[config.mk]
export PLATFORM = sky130hd
export DESIGN_NAME = register_transfer_sequencer
export DESIGN_NICKNAME = d
export VERILOG_FILES = /design/src/rtl/register_transfer_sequencer_pkg.sv /design/src/rtl/register_transfer_sequencer.sv
export SDC_FILE = /design/constraint.sdc
export NUM_CORES = 1
export LEC_CHECK = 0
export CAP_MARGIN = 20
export CORE_UTILIZATION = 48
export CTS_CLUSTER_SIZE = 14
export DETAILED_ROUTE_END_ITERATION = 12
export HOLD_SLACK_MARGIN = 0.06
export PLACE_DENSITY = 0.9
export SETUP_SLACK_MARGIN = 0.15
export SLEW_MARGIN = 30
export SYNTH_ARGS = -nofsm -noshare
export SYNTH_HDL_FRONTEND = slang
export SYNTH_SLANG_ARGS = --single-unit
[constraint.sdc]
create_clock -name sequencer_clock -period 2.75 [get_ports sequencer_clock]
set_input_delay 0.55 -clock sequencer_clock [delete_from_list [all_inputs] [get_ports sequencer_clock]]
set_output_delay 0.55 -clock sequencer_clock [all_outputs]
set_load 0.1 [all_outputs]
[src/rtl/register_transfer_sequencer_pkg.sv]
// Shared definitions for the register-transfer sequencer and the register file it drives:
// default widths, command opcodes and sequencer state encoding.
package register_transfer_sequencer_pkg;

    localparam int DATA_W_DEF = 16;
    localparam int ADDR_W_DEF = 6;
    localparam int SEL_W_DEF  = 2;

    typedef enum logic [1:0] {
        OP_LOAD  = 2'd0,
        OP_MOVE  = 2'd1,
        OP_STORE = 2'd2,
        OP_RSVD  = 2'd3
    } op_e;

    typedef enum logic [1:0] {
        ST_IDLE  = 2'd0,
        ST_READ  = 2'd1,
        ST_WRITE = 2'd2,
        ST_DONE  = 2'd3
    } state_e;

endpackage

[src/rtl/register_transfer_sequencer.sv]
// Command-driven sequencer that runs LOAD/MOVE/STORE transfers against a register file
// through a one-cycle read phase and a one-cycle write phase, then hands back a response.
module register_transfer_sequencer
    import register_transfer_sequencer_pkg::*;
#(
    parameter int DATA_W = DATA_W_DEF,
    parameter int ADDR_W = ADDR_W_DEF,
    parameter int SEL_W  = SEL_W_DEF
) (
    input  logic              sequencer_clock,
    input  logic              sequencer_reset,
    input  logic              cmd_valid,
    output logic              cmd_ready,
    input  logic [1:0]        cmd_op,
    input  logic [SEL_W-1:0]  cmd_src,
    input  logic [SEL_W-1:0]  cmd_dst,
    input  logic [DATA_W-1:0] cmd_imm,
    output logic              rsp_valid,
    input  logic              rsp_ready,
    output logic [DATA_W-1:0] rsp_data,
    output logic              rsp_err,
    output logic [ADDR_W-1:0] sequencer_register_addr,
    output logic [DATA_W-1:0] sequencer_bus_output,
    output logic              sequencer_input_en,
    output logic              sequencer_out_en,
    input  logic [DATA_W-1:0] sequencer_bus_readback
);

    state_e             state_q, state_d;
    op_e                op_q, op_d;
    logic [SEL_W-1:0]   src_q, src_d;
    logic [SEL_W-1:0]   dst_q, dst_d;
    logic [DATA_W-1:0]  imm_q, imm_d;
    logic [DATA_W-1:0]  hold_q, hold_d;

    logic               cmd_ready_q, cmd_ready_d;
    logic               rsp_valid_q, rsp_valid_d;
    logic               rsp_err_q, rsp_err_d;
    logic [DATA_W-1:0]  rsp_data_q, rsp_data_d;
    logic [ADDR_W-1:0]  addr_q, addr_d;
    logic [DATA_W-1:0]  bus_out_q, bus_out_d;
    logic               input_en_q, input_en_d;
    logic               out_en_q, out_en_d;

    // Next-state logic: command capture, read-data capture and phase sequencing
    always_comb begin
        state_d = state_q;
        op_d    = op_q;
        src_d   = src_q;
        dst_d   = dst_q;
        imm_d   = imm_q;
        hold_d  = hold_q;
        case (state_q)
            ST_IDLE: begin
                if (cmd_valid) begin
                    op_d  = op_e'(cmd_op);
                    src_d = cmd_src;
                    dst_d = cmd_dst;
                    imm_d = cmd_imm;
                    case (op_e'(cmd_op))
                        OP_LOAD:           state_d = ST_WRITE;
                        OP_MOVE, OP_STORE: state_d = ST_READ;
                        default:           state_d = ST_DONE;
                    endcase
                end else begin
                    state_d = ST_IDLE;
                end
            end
            ST_READ: begin
                hold_d = sequencer_bus_readback;
                if (op_q == OP_MOVE) begin
                    state_d = ST_WRITE;
                end else begin
                    state_d = ST_DONE;
                end
            end
            ST_WRITE: state_d = ST_DONE;
            ST_DONE: begin
                if (rsp_ready) begin
                    state_d = ST_IDLE;
                end else begin
                    state_d = ST_DONE;
                end
            end
            default: state_d = ST_IDLE;
        endcase
    end

    // Output decode from the upcoming state so every port comes straight from a flop
    always_comb begin
        cmd_ready_d = 1'b0;
        rsp_valid_d = 1'b0;
        rsp_err_d   = 1'b0;
        rsp_data_d  = {DATA_W{1'b0}};
        addr_d      = {ADDR_W{1'b0}};
        bus_out_d   = {DATA_W{1'b0}};
        input_en_d  = 1'b0;
        out_en_d    = 1'b0;
        case (state_d)
            ST_IDLE: cmd_ready_d = 1'b1;
            ST_READ: begin
                out_en_d = 1'b1;
                addr_d   = ADDR_W'(src_d);
            end
            ST_WRITE: begin
                input_en_d = 1'b1;
                addr_d     = ADDR_W'(dst_d);
                if (op_d == OP_LOAD) begin
                    bus_out_d = imm_d;
                end else begin
                    bus_out_d = hold_d;
                end
            end
            ST_DONE: begin
                rsp_valid_d = 1'b1;
                case (op_d)
                    OP_LOAD:           rsp_data_d = imm_d;
                    OP_MOVE, OP_STORE: rsp_data_d = hold_d;
                    default: begin
                        rsp_data_d = {DATA_W{1'b0}};
                        rsp_err_d  = 1'b1;
                    end
                endcase
            end
            default: cmd_ready_d = 1'b0;
        endcase
    end

    // State, latched command fields and registered outputs
    always_ff @(posedge sequencer_clock) begin
        if (!sequencer_reset) begin
            state_q     <= ST_IDLE;
            op_q        <= OP_LOAD;
            src_q       <= {SEL_W{1'b0}};
            dst_q       <= {SEL_W{1'b0}};
            imm_q       <= {DATA_W{1'b0}};
            hold_q      <= {DATA_W{1'b0}};
            cmd_ready_q <= 1'b1;
            rsp_valid_q <= 1'b0;
            rsp_err_q   <= 1'b0;
            rsp_data_q  <= {DATA_W{1'b0}};
            addr_q      <= {ADDR_W{1'b0}};
            bus_out_q   <= {DATA_W{1'b0}};
            input_en_q  <= 1'b0;
            out_en_q    <= 1'b0;
        end else begin
            state_q     <= state_d;
            op_q        <= op_d;
            src_q       <= src_d;
            dst_q       <= dst_d;
            imm_q       <= imm_d;
            hold_q      <= hold_d;
            cmd_ready_q <= cmd_ready_d;
            rsp_valid_q <= rsp_valid_d;
            rsp_err_q   <= rsp_err_d;
            rsp_data_q  <= rsp_data_d;
            addr_q      <= addr_d;
            bus_out_q   <= bus_out_d;
            input_en_q  <= input_en_d;
            out_en_q    <= out_en_d;
        end
    end

    assign cmd_ready               = cmd_ready_q;
    assign rsp_valid               = rsp_valid_q;
    assign rsp_err                 = rsp_err_q;
    assign rsp_data                = rsp_data_q;
    assign sequencer_register_addr = addr_q;
    assign sequencer_bus_output    = bus_out_q;
    assign sequencer_input_en      = input_en_q;
    assign sequencer_out_en        = out_en_q;

endmodule

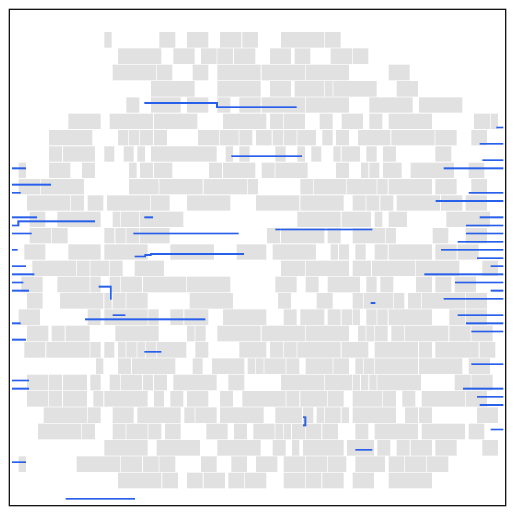
Figure 1: run 1, M3 wires.
Scale: 6 px per um.
main direction = horizontal
wire length on this layer = 329 um
met3 track demand over resource: 0.0418
Vias: 2196
Total Routed Length: 6080 um

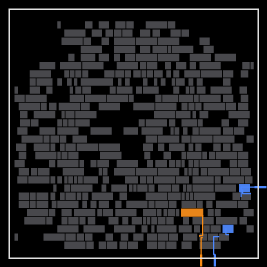
Figure 2: run 1, port wiring.
Scale: 3 px per um.
blue -> cmd_src  # bits 2, direction input, end cells 2, buffers 2, wire 24.3 um
orange -> cmd_ready  # bits 1, direction output, end cells 1, buffers 1, wire 14.8 um
number of ports placed on the die boundary: 85
number of buffer cells added on primary ports: 80

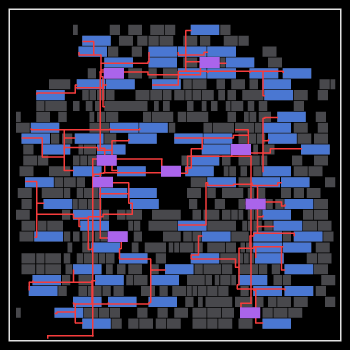
Figure 3: run 1, routed clock nets over the placement.
Scale: 4 px per um.
purple -> clock-net drivers  # count 9
blue -> flip-flops  # count 79
red -> clock wires  # length 866 um
flops lie = spread over the die
Clk Latency, worst-skew pair: 0.34 ns
Clk network pwr share: 0.280
power drawn by the clock network: 880 uW
maximum clock skew at final layout: 0.00513 ns

## run 1: flip-flops by register name, summed over array words and instances (netlist names)
signal                   cells
sequencer_out_en             1
hold_q                      16
rsp_valid                    1
dst_q                        2
sequencer_register_addr      2
state_q                      2
op_q                         2
sequencer_bus_output        16
imm_q                       16
cmd_ready                    1
sequencer_input_en           1
rsp_err                      1
src_q                        2
rsp_data                    16
## run 1: power breakdown
| part | internal (uW) | switching [uW] |
|---|---|---|
| logic | 333 | 658 |
| registers | 1240 | 35.3 |
| clock network | 491 | 389 |
| total | 2060 | 1080 |
## run 1: logic make-up (layout without fill, tap and decap cells)
group,count (synthesis),after routing
other cells,1,4
simple gates,87,87
flops,79,79
compound gates,52,52
fa+ha+maj,7,7
mux,38,38
buf+inv,31,113
## run 1: worst paths after layout
path | end
max reg2reg | sequencer_bus_output[14]
max | sequencer_bus_output[14]
min | dst_q[0]
min reg2reg | dst_q[0]
## run 1: worst max-delay path: stages
cell             delay, ns
clkdlybuf4s50_1       0.48
inv_1                 0.05
ha_1                  0.28
nor2b_1               0.11
nor3_1                0.06
a31oi_2               0.24
ha_1                  0.21
nand2_1               0.07
inv_2                 0.24
o21ai_1               0.12
a21oi_1               0.15
## run 1: routing by layer
metal,vias to the layer above,share of wire,GRT usage
met1,997,0.43,0.221
met5,-,0,0
met3,9,0.054,0.0418
met2,64,0.50,0.329
met4,0,0.019,0.0965
li1,1126,-,-
## run 1: per-stage QoR
stage,hold slack [ns],instance area [um^2],worst slack [ns],utilization,cells
6_report,0.525,4090,0.457,0.670,455
5_1_grt,0.556,4090,0.256,0.670,455
4_1_cts,0.528,4080,0.378,0.669,455
3_5_place_dp,0.510,3870,0.0265,0.635,439
3_3_place_gp,0.494,3870,0.114,0.635,439
2_1_floorplan,0.478,3120,0.409,-,298
==> out/qor.log, run 1 <==
qor: outcome.outcome completed
qor: setup_path.reg2reg_depth 8
qor: timing.fin_crit 2.29 ns
qor: cells_and_area.layout_top_cell dfxtp_1
qor: cells_and_area.final.signal_buffer_count 89
qor: drt.drt-wirelength-per-cell 13.4 um
qor: global_route.grt_antenna_before_repair 0
qor: timing.grt_setup_unrepaired false
qor: yosys.synth_cell_type_count 30
qor: floorplanning.fp_util 0.510
qor: drt.drt_pass1_iterations 4
qor: floorplanning.die-width 82.5 um
qor: yosys.ys_async_sr_fraction 0
qor: cells_and_area.area.growth.synth_to_final 31.4%
qor: timing.min_period_over_period 0.834
qor: power_and_ir_drop.power 3150 uW
qor: placement.gp_routability_congestion 0.863
qor: floorplanning.floorplan.die.height 82.5 um
qor: hold_path.holdCritPathClass reg -> reg
qor: clock_network.post_cts_buffers 0
qor: clock_network.maximum_clock_path_buffer_count 2
qor: setup_path.worst-path-max-fanout 17
qor: cells_and_area.num-fill-cells 467
qor: floorplanning.core_area 6100 um^2
qor: global_route.grt_first_pass_wirelength 9320 um
qor: yosys.commonest_flop dfxtp_1
qor: setup_path.end_kind register
qor: setup_path.timing.critical_path.arrival 2.56 ns
qor: clock_network.tritoncts.num_buffers 9
qor: run.stage_log_warnings 30
qor: setup_path.worst_setup_path_startpoint cmd_op[0]
qor: timing.timing.fmax 436 MHz
qor: placement.dp.final_hpwl 4320 um
qor: timing.timing.final.hold_violations 0
qor: yosys.ys_warn_count 0
qor: cells_and_area.nClkBuffers 13
qor: clock_network.ctsRootBufferMaster clkbuf_8
qor: yosys.mux_share 0.141
qor: drt.first_iter_violations 42
qor: clock_network.postCtsHoldBufs 0
qor: clock_network.clock-sinks 79
qor: yosys.synthSimpleGateAreaFrac 0.163
qor: yosys.synth-seq-area-share 0.509
qor: drt.vias_per_cell 4.83
qor: yosys.synthAoiAreaFrac 0.0986
qor: cells_and_area.insertedDiodeCount 0
qor: cells_and_area.seq_area 1580 um^2
qor: power_and_ir_drop.power_leakage 0.00169 uW
qor: cells_and_area.largestClassByArea sequential cells
qor: power_and_ir_drop.ir_drop 0.362 mV
qor: setup_path.critical_path.reg2reg.startpoint state_q[1]
qor: cells_and_area.area.share.combinational 0.334
qor: power_and_ir_drop.cellPowerDensity 770 nW/um^2
qor: cells_and_area.seq_cell_count 79
qor: yosys.mean_area_per_synthesized_cell 10.5 um^2
qor: cells_and_area.final.signal_inverter_count 8
qor: yosys.post-synth-top-area-cell dfxtp_1
qor: cells_and_area.nonClkBufAreaFrac 0.198
qor: yosys.post_synth_xor_area_fraction 0
qor: run.cap_violations 0
qor: timing.final_max_slew_viol_count 0
qor: clock_network.clock_tree_from_tritoncts yes
qor: global_route.largest_net_degree_at_the_start_of_global_routing 35
qor: setup_path.path_class in -> reg
qor: cells_and_area.final-comb-area 1360 um^2
qor: clock_network.post_cts_resize_count 0
qor: cells_and_area.n_multi_input_combinational_cell 188
qor: yosys.topCombFamilyByArea simple AND/OR/NAND/NOR gates
qor: cells_and_area.seq_share 0.387
qor: floorplanning.floorplan.die_area 6800 um^2
qor: yosys.synthCells 295
qor: cells_and_area.post_route_cells_drive_above_1_share 0.245
qor: yosys.netlist.area_leader.share 0.509
qor: floorplanning.row_count 28
qor: setup_path.cp-start-kind primary input
qor: clock_network.clock_transition_at_the_register_clock_pins_on_the_worst_setup_and_hold_paths_after_cts 0.07 ns
Figure 4. Routing congestion (run 1).
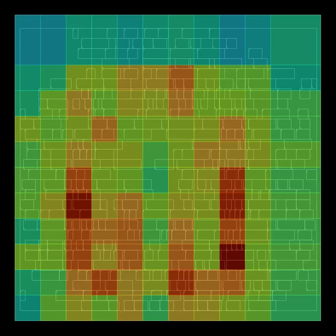

==> run 1 -> run 2 <==
Clock period 2.75 ns to 2.3 ns, I/O delays scaled along.
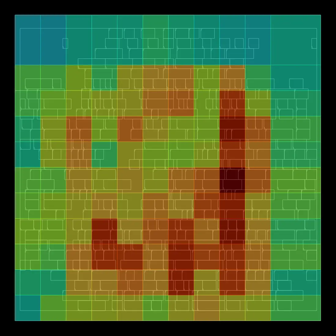
Figure 5: run 2, routing congestion.
met1 Usage GRT: 0.263
GRT met2 Usage: 0.389
Final Util: 0.708
met3 track demand over resource: 0.0363
routed wirelength normalized by instance count: 15.7 um

==> run 2 against run 1 <==
  * Clock power is 2% higher
  * Worst hold slack worse by 0.0025 ns
  * Via count is 7.7% higher
  * Worst setup slack worse by 0.40 ns
  * Clock skew is 0.0018 ns higher
  * Sequential share of layout area is 2.1 points lower
  * Synthesized area stayed put
  * Global-route usage is 3.5 points higher
  * Cell area is 5.7% higher
==> out/qor.log, run 2 <==
qor: outcome.outcome completed
qor: setup_path.worst_setup_path_startpoint state_q[1]
qor: yosys.synth-cells-yosys 295
qor: timing.fin_tns_setup 0 ns
qor: floorplanning.floorplan.die_area 6800 um^2 [unchanged]
qor: drt.first_iter_violations 90 [+110%]
qor: cells_and_area.finish.cell_count_without_fillers 472 [+3.7%]
qor: drt.dr_total_vias 2365 [+7.7%]
qor: drt.drt-total-wl 7400 um [+22%]
qor: cells_and_area.final-clk-cell-share 0.0380
qor: timing.grt_setup_unrepaired false
qor: floorplanning.pin_count 85 [unchanged]
qor: setup_path.timing.critical_path.arrival 2.52 ns [-0.04 ns]
qor: cells_and_area.nonClkBufAreaFrac 0.218 [+0.0204]
qor: cells_and_area.largestClassByArea sequential cells
qor: timing.timing.final.hold_violations 0 [unchanged]
qor: cells_and_area.area.share.combinational 0.344 [+0.0105]
qor: yosys.count_of_flip_flops_with_a_built_in_enable_after_synthesis 0
qor: clock_network.ctsRootBufferMaster clkbuf_8
qor: drt.vias_per_cell 5.01 [+3.8%]
qor: setup_path.end_kind register
qor: yosys.synth_flops 79
qor: hold_path.hold-path-cell-count 2
qor: hold_path.hold-path-endpoint imm_q[12]
qor: cells_and_area.final.signal_buffer_count 106 [+19%]
qor: setup_path.cp_num_buf_inv 2 [-1]
qor: yosys.synth.top_cells.by_area dfxtp_1 51%, mux2i_1 7.1%, nor2b_1 5.2%, mux2_4 4.8%, and2_1 3.8%
qor: yosys.ys_area 3110 um^2
qor: placement.gp_routability_congestion 0.836 [-3.2%]
qor: yosys.ys_top_cells_by_count 79 x dfxtp_1, 26 x nor2b_1, 22 x a21oi_1, 22 x mux2i_1, 20 x nand2_1
qor: timing.fin_worst_skew 0.00694 ns [+0.00181 ns]
qor: global_route.grt_first_pass_wirelength 10900 um [+17%]
qor: setup_path.cp-start-kind register
qor: hold_path.timing.hold.worst.start imm_q[12]
qor: setup_path.cp.required 2.57 ns
qor: placement.post-place-cells 448 [+2.1%]
qor: drt.drc 0
qor: timing.min_period_over_period 0.975
qor: cells_and_area.nClkBuffers 13 [unchanged]
qor: clock_network.clock_tree_from_tritoncts yes
qor: yosys.synth_cell_type_count 30 [unchanged]
qor: floorplanning.floorplan.die.height 82.5 um [unchanged]
qor: clock_network.tritoncts.num_buffers 9 [unchanged]
qor: setup_path.path_delay_family AND-OR/OR-AND gates
qor: floorplanning.row_count 28 [unchanged]
qor: clock_network.cts-htree-levels 3
qor: global_route.grt_antenna_before_repair 0 [unchanged]
qor: floorplanning.fp_util 0.510 [unchanged]
qor: setup_path.worst_stage_delay_on_the_critical_path 0.58 ns [+0.10 ns]
qor: setup_path.critical_path.reg2reg.startpoint state_q[1]
qor: timing.timing.final.setup_violations 0
qor: setup_path.worst-path-max-fanout 8 [-9]
qor: timing.timing.final.ws_setup 0.0568 ns [-0.400 ns]
qor: yosys.ys_warn_count 0 [unchanged]
qor: yosys.post_synth_instance_area 3110 um^2
qor: cells_and_area.seq_area 1580 um^2 [unchanged]
qor: timing.max_slew.worst_pin.slew 0.550 ns
qor: global_route.largest_net_degree_at_the_start_of_global_routing 44 [+26%]
qor: timing.final_max_slew_viol_count 0 [unchanged]
qor: setup_path.worstReg2RegEnd sequencer_bus_output[15]
qor: run.cap_violations 0 [unchanged]
qor: floorplanning.die-width 82.5 um [unchanged]
qor: yosys.netlist.area_leader.share 0.509 [unchanged]
qor: power_and_ir_drop.power 3810 uW [+21%]
qor: global_route.grt_util_all_layers 0.225
qor: cells_and_area.insertedDiodeCount 0 [unchanged]
qor: placement.preCtsSetupSlack -0.387 ns [-0.414 ns]
qor: cells_and_area.seq_share 0.366 [-0.0207]
qor: yosys.commonest_flop dfxtp_1
qor: clock_network.clock_transition_at_the_register_clock_pins_on_the_worst_setup_and_hold_paths_after_cts 0.08 ns [about the same]
qor: timing.finalHoldWorstSlack 0.522 ns [-0.00255 ns]
qor: placement.dp.final_hpwl 4350 um [+0.84%]
qor: cells_and_area.stdcell_area 4320 um^2 [+5.7%]
qor: setup_path.worst-r2r-setup-slack 0.06 ns
qor: cells_and_area.final-comb-area 1490 um^2 [+9.0%]
qor: placement.place_area 3930 um^2 [+1.4%]
qor: power_and_ir_drop.cellPowerDensity 883 nW/um^2 [+15%]
qor: floorplanning.tapcell.inserted 75
qor: placement.port-buffer-count 80 [unchanged]
qor: cells_and_area.n_multi_input_combinational_cell 188 [unchanged]
qor: floorplanning.core_area 6100 um^2 [unchanged]
qor: yosys.ys_async_sr_fraction 0 [unchanged]
qor: cells_and_area.seq_cell_count 79 [unchanged]
qor: setup_path.reg2reg_depth 8 [unchanged]
qor: run.stage_log_warnings 31 [+3.3%]
qor: yosys.top_cell dfxtp_1
qor: timing.relative_slew_slack 0.634
qor: timing.fin_crit 2.24 ns
qor: hold_path.holdCritPathClass reg -> reg
qor: setup_path.slowest_cell_on_the_critical_path dfxtp_1
qor: clock_network.maximum_clock_path_buffer_count 2 [unchanged]
qor: setup_path.path_class reg -> reg
qor: global_route.number_of_global_route_vias_before_repair 2298
qor: setup_path.critical_path.cell_chain nor3b_4 -> a222oi_1 -> buf_4 -> ha_4 -> nand2_8 -> clkinvlp_4 -> o21ai_1 -> a21oi_1
qor: power_and_ir_drop.power_leakage 0.00178 uW [+5.2%]
qor: cells_and_area.most-common-layout-cells 79 x dfxtp_1, 60 x buf_4, 38 x clkdlybuf4s50_1, 24 x nor2b_1, 22 x mux2i_1
qor: drt.antenna_violating_nets_post_route 0
qor: clock_network.clock-sinks 79 [unchanged]
qor: clock_network.clkLatencyLatePin 0.34 ns [about the same]
qor: timing.timing.fmax 446 MHz
qor: global_route.grt_remaining_overflow 0
qor: cells_and_area.area.growth.synth_to_final 38.9%
qor: yosys.synthCells 295 [unchanged]
qor: power_and_ir_drop.ir_drop 0.581 mV [+60%]
qor: yosys.post-synth-top-area-cell dfxtp_1
qor: yosys.mean_area_per_synthesized_cell 10.5 um^2 [unchanged]
qor: cells_and_area.post_route_cells_drive_above_1_share 0.317 [+0.0726]
qor: drt.drt_pass1_iterations 5 [+1]
qor: cells_and_area.final.signal_inverter_count 10 [+2]
qor: yosys.synth-seq-area-share 0.509 [unchanged]
qor: cells_and_area.layout.nets 443
qor: cells_and_area.layout_top_cell dfxtp_1
qor: cells_and_area.num-fill-cells 440 [-5.8%]
run 2: per-layer routing:
layer / GRT usage / vias to the layer above / part of all wire
li1: - / 1161 / -
met1: 0.263 / 1112 / 0.42
met2: 0.389 / 80 / 0.51
met3: 0.0363 / 12 / 0.054
met4: 0.130 / 0 / 0.017
met5: 0 / - / 0
run 2: worst reg2reg max path: cells and delay by family (launching register included):
family,cells,cell delay (ns)
compound gates,3,0.81
buf+inv,2,0.43
flops,1,0.58
fa+ha+maj,1,0.18
simple gates,2,0.17
run 2: timing repair:
item,CTS,global route
pin swaps,2,3
resized,18,17
cloned,3,0
endpoints found under the setup margin,34,35
hold buffers,0,0
setup buffers,2,5
run 2: how the worst max path moves through the flow:
stage          cells after the start  slack (ns)                          to
6_report                           8        0.06    sequencer_bus_output[15]
5_1_grt                            8        0.04    sequencer_bus_output[15]
4_1_cts                           10        0.15  sequencer_register_addr[1]
3_5_place_dp                      11       -0.39     sequencer_bus_output[0]
3_3_place_gp                      11       -0.22    sequencer_bus_output[12]
2_1_floorplan                     11        0.14                 rsp_data[1]
run 2: cells by family (layout without fill, tap and decap cells):
kind of cell / after synthesis / after routing / synth area share
and+or+nand+nor: 87 / 87 / 0.163
DFF: 79 / 79 / 0.509
AOI/OAI and AO/OA: 52 / 52 / 0.0986
muxes: 38 / 38 / 0.141
buffers and inverters: 31 / 130 / 0.0600
adders and majority gates: 7 / 7 / 0.0282
other: 1 / 4 / 0.00121
run 2: report_power, final:
part           switching, uW  internal (uW)  leakage, uW
sequential              48.6           1480     0.000644
clock                    457            439    0.0000854
combinational            883            501      0.00105
Figure 6. Local utilization (run 2).
Scale: 4 px per um. 8 x 8 tiles, from dark blue (low) to red (high), 0 to 100% covered.
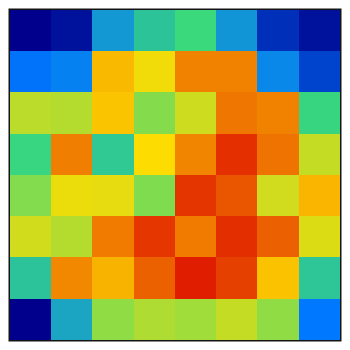

==> run 2 -> run 3 <==
Settings changed: CORE_MARGIN from default to 2, RECOVER_POWER from default to 50.
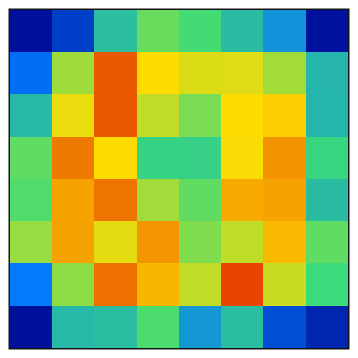
Figure 7: run 3, local utilization.
Scale: 4 px per um. 8 x 8 tiles, from dark blue (low) to red (high), 0 to 100% covered.
tiles over 75% full = 23%
fullest tile = 92%
mean over tiles = 57%
Final Util: 0.659
placeable core area: 6310 um^2

==> run 3 against run 2 <==
  * Via count down 3.4%
  * Non-clock buffer count shrank 2
  * Utilization decreased by 5.0 points
  * Worst setup slack improved by 0.25 ns
  * Clock power increased by 23%
  * Critical path type is now in -> reg
  * Largest cell class unchanged
==> out/qor.log, run 3 <==
qor: timing.fin_tns_setup 0 ns [unchanged]
qor: power_and_ir_drop.ir_drop 0.524 mV [-9.7%]
qor: clock_network.clkLatencyLatePin 0.35 ns [about the same]
qor: yosys.netlist.area_leader.share 0.509 [unchanged]
qor: yosys.commonest_flop dfxtp_1
qor: timing.final_max_slew_viol_count 0 [unchanged]
qor: yosys.ys_warn_count 0 [unchanged]
qor: placement.gp_routability_congestion 0.814 [-2.7%]
qor: clock_network.tritoncts.num_buffers 9 [unchanged]
qor: global_route.largest_net_degree_at_the_start_of_global_routing 25 [-43%]
qor: floorplanning.die-width 84.5 um [+2.4%]
qor: drt.drt-wirelength-per-cell 14.5 um [-7.4%]
qor: yosys.synth.top_cells.by_area dfxtp_1 51%, mux2i_1 7.1%, nor2b_1 5.2%, mux2_4 4.8%, and2_1 3.8%
qor: yosys.post_synth_instance_area 3110 um^2 [unchanged]
qor: setup_path.timing.critical_path.depth 12 [+4]
qor: setup_path.slowest_cell_on_the_critical_path ha_1
qor: clock_network.clock-sinks 79 [unchanged]
qor: power_and_ir_drop.clkPwrFrac 0.282 [+0.047]
qor: setup_path.worst_setup_path_startpoint cmd_op[0]
qor: timing.grt_setup_unrepaired false
qor: hold_path.hold-path-endpoint src_q[1]
qor: yosys.ys_async_sr_fraction 0 [unchanged]
qor: outcome.outcome completed
qor: power_and_ir_drop.power.internal 2560 uW [+5.7%]
qor: clock_network.postCtsHoldBufs 0 [unchanged]
qor: setup_path.worst-path-max-fanout 8 [unchanged]
qor: setup_path.timing.critical_path.arrival 2.28 ns [-0.24 ns]
qor: timing.min_period_over_period 0.868 [-0.108]
qor: placement.port-buffer-count 80 [unchanged]
qor: setup_path.cp_num_buf_inv 4 [+2]
qor: drt.dr_total_vias 2285 [-3.4%]
qor: yosys.mean_area_per_synthesized_cell 10.5 um^2 [unchanged]
qor: yosys.synth_cell_type_count 30 [unchanged]
qor: clock_network.maximum_clock_path_buffer_count 2 [unchanged]
qor: drt.drt-total-wl 6830 um [-7.6%]
qor: clock_network.ctsRootBufferMaster clkbuf_8
qor: setup_path.cp-start-kind primary input
qor: cells_and_area.post_route_cells_drive_above_1_share 0.211 [-0.107]
qor: timing.timing.fmax 501 MHz [+12%]
qor: power_and_ir_drop.cellPowerDensity 939 nW/um^2 [+6.4%]
qor: hold_path.timing.hold.worst.start src_q[1]
qor: run.stage_log_warnings 31 [unchanged]
qor: clock_network.clock_transition_at_the_register_clock_pins_on_the_worst_setup_and_hold_paths_after_cts 0.07 ns [about the same]
qor: global_route.grt_util_all_layers 0.192 [-0.0333]
qor: floorplanning.row_count 29 [+3.6%]
qor: yosys.top_cell dfxtp_1
qor: floorplanning.floorplan.die.height 84.5 um [+2.4%]
qor: yosys.count_of_flip_flops_with_a_built_in_enable_after_synthesis 0 [unchanged]
qor: yosys.post-synth-top-area-cell dfxtp_1
qor: power_and_ir_drop.net-switching-power 1340 uW [-3.2%]
qor: yosys.synthCells 295 [unchanged]
qor: drt.drc 0 [unchanged]
qor: setup_path.cp.required 2.58 ns [about the same]
qor: floorplanning.floorplan.die_area 7140 um^2 [+4.9%]
qor: global_route.grt_remaining_overflow 0 [unchanged]
qor: cells_and_area.area.growth.synth_to_final 33.7%
qor: setup_path.worst-r2r-setup-slack 0.36 ns [+0.30 ns]
qor: power_and_ir_drop.power_frac_comb 0.328 [-0.035]
qor: timing.fin_worst_skew 0.00721 ns [+0.000272 ns]
qor: placement.dp.final_hpwl 4750 um [+9.1%]
qor: floorplanning.pin_count 85 [unchanged]
qor: setup_path.worst_stage_delay_on_the_critical_path 0.28 ns [-0.30 ns]
qor: setup_path.end_kind register
qor: setup_path.worstReg2RegEnd sequencer_bus_output[7]
qor: power_and_ir_drop.share_of_total_power_in_sequential_cells 0.390 [-0.012]
qor: power_and_ir_drop.power_leakage 0.00168 uW [-5.5%]
qor: setup_path.critical_path.reg2reg.startpoint state_q[1]
qor: timing.timing.final.setup_violations 0 [unchanged]
qor: drt.drt_pass1_iterations 5 [unchanged]
==> run 3: area by class of cell <==
class	instances	area (um^2)
fillers	526	2160
clock buffers	11	141
flip-flops and latches	79	1580
multi-input cells	188	1380
repair buffers	104	853
clock inverters	4	70.1
inverters	8	35.0
well taps	77	96.3
==> run 3: through the flow <==
step | hold WS [ns] | std cells | util | total power (uW) | area (um^2)
floorplan | 0.478 | 298 | - | 2470 | 3130
global placement | 0.499 | 452 | 0.633 | 2800 | 3990
detailed placement | 0.505 | 452 | 0.633 | 2830 | 3990
CTS | 0.526 | 469 | 0.674 | 3960 | 4260
global route | 0.567 | 471 | 0.659 | 4080 | 4160
finish | 0.526 | 471 | 0.659 | 3900 | 4160
==> run 3: tightest hold or removal path, stage by stage, from the launching register on <==
cell and delay, ns:
dfxtp_1 0.31, mux2i_1 0.08, nor2b_1 0.10
==> run 3: repair_timing <==
action	4_1_cts	5_1_grt
setup buffers	1	1
endpoints found under the setup margin	14	24
pin swaps	0	1
gates resized	7	4
gates cloned	1	1
==> run 3: power groups by stage <==
stage	clock network [uW]	registers [uW]	logic, uW
after global placement	0	1550	1250
after floorplan	0	1950	526
after global routing	1190	1530	1360
after detailed placement	0	1560	1270
after CTS	1120	1520	1310
final	1100	1520	1280
==> run 3: kinds of logic (layout without fill, tap and decap cells) <==
family / Yosys count / count (layout) / share of synthesized area
compound gates: 52 / 52 / 0.0986
buf+inv: 31 / 127 / 0.0600
mux: 38 / 38 / 0.141
flops: 79 / 79 / 0.509
fa+ha+maj: 7 / 7 / 0.0282
simple gates: 87 / 87 / 0.163
other cells: 1 / 4 / 0.00121
==> run 3: layer usage <==
metal,vias up,wire [um],global-route usage
li1,1152,-,-
met1,1063,2920,0.233
met2,62,3450,0.328
met3,8,395,0.0659
met4,0,72,0.0476
met5,-,0,0
No activity file was given, so power comes from the tool's default toggle rates.
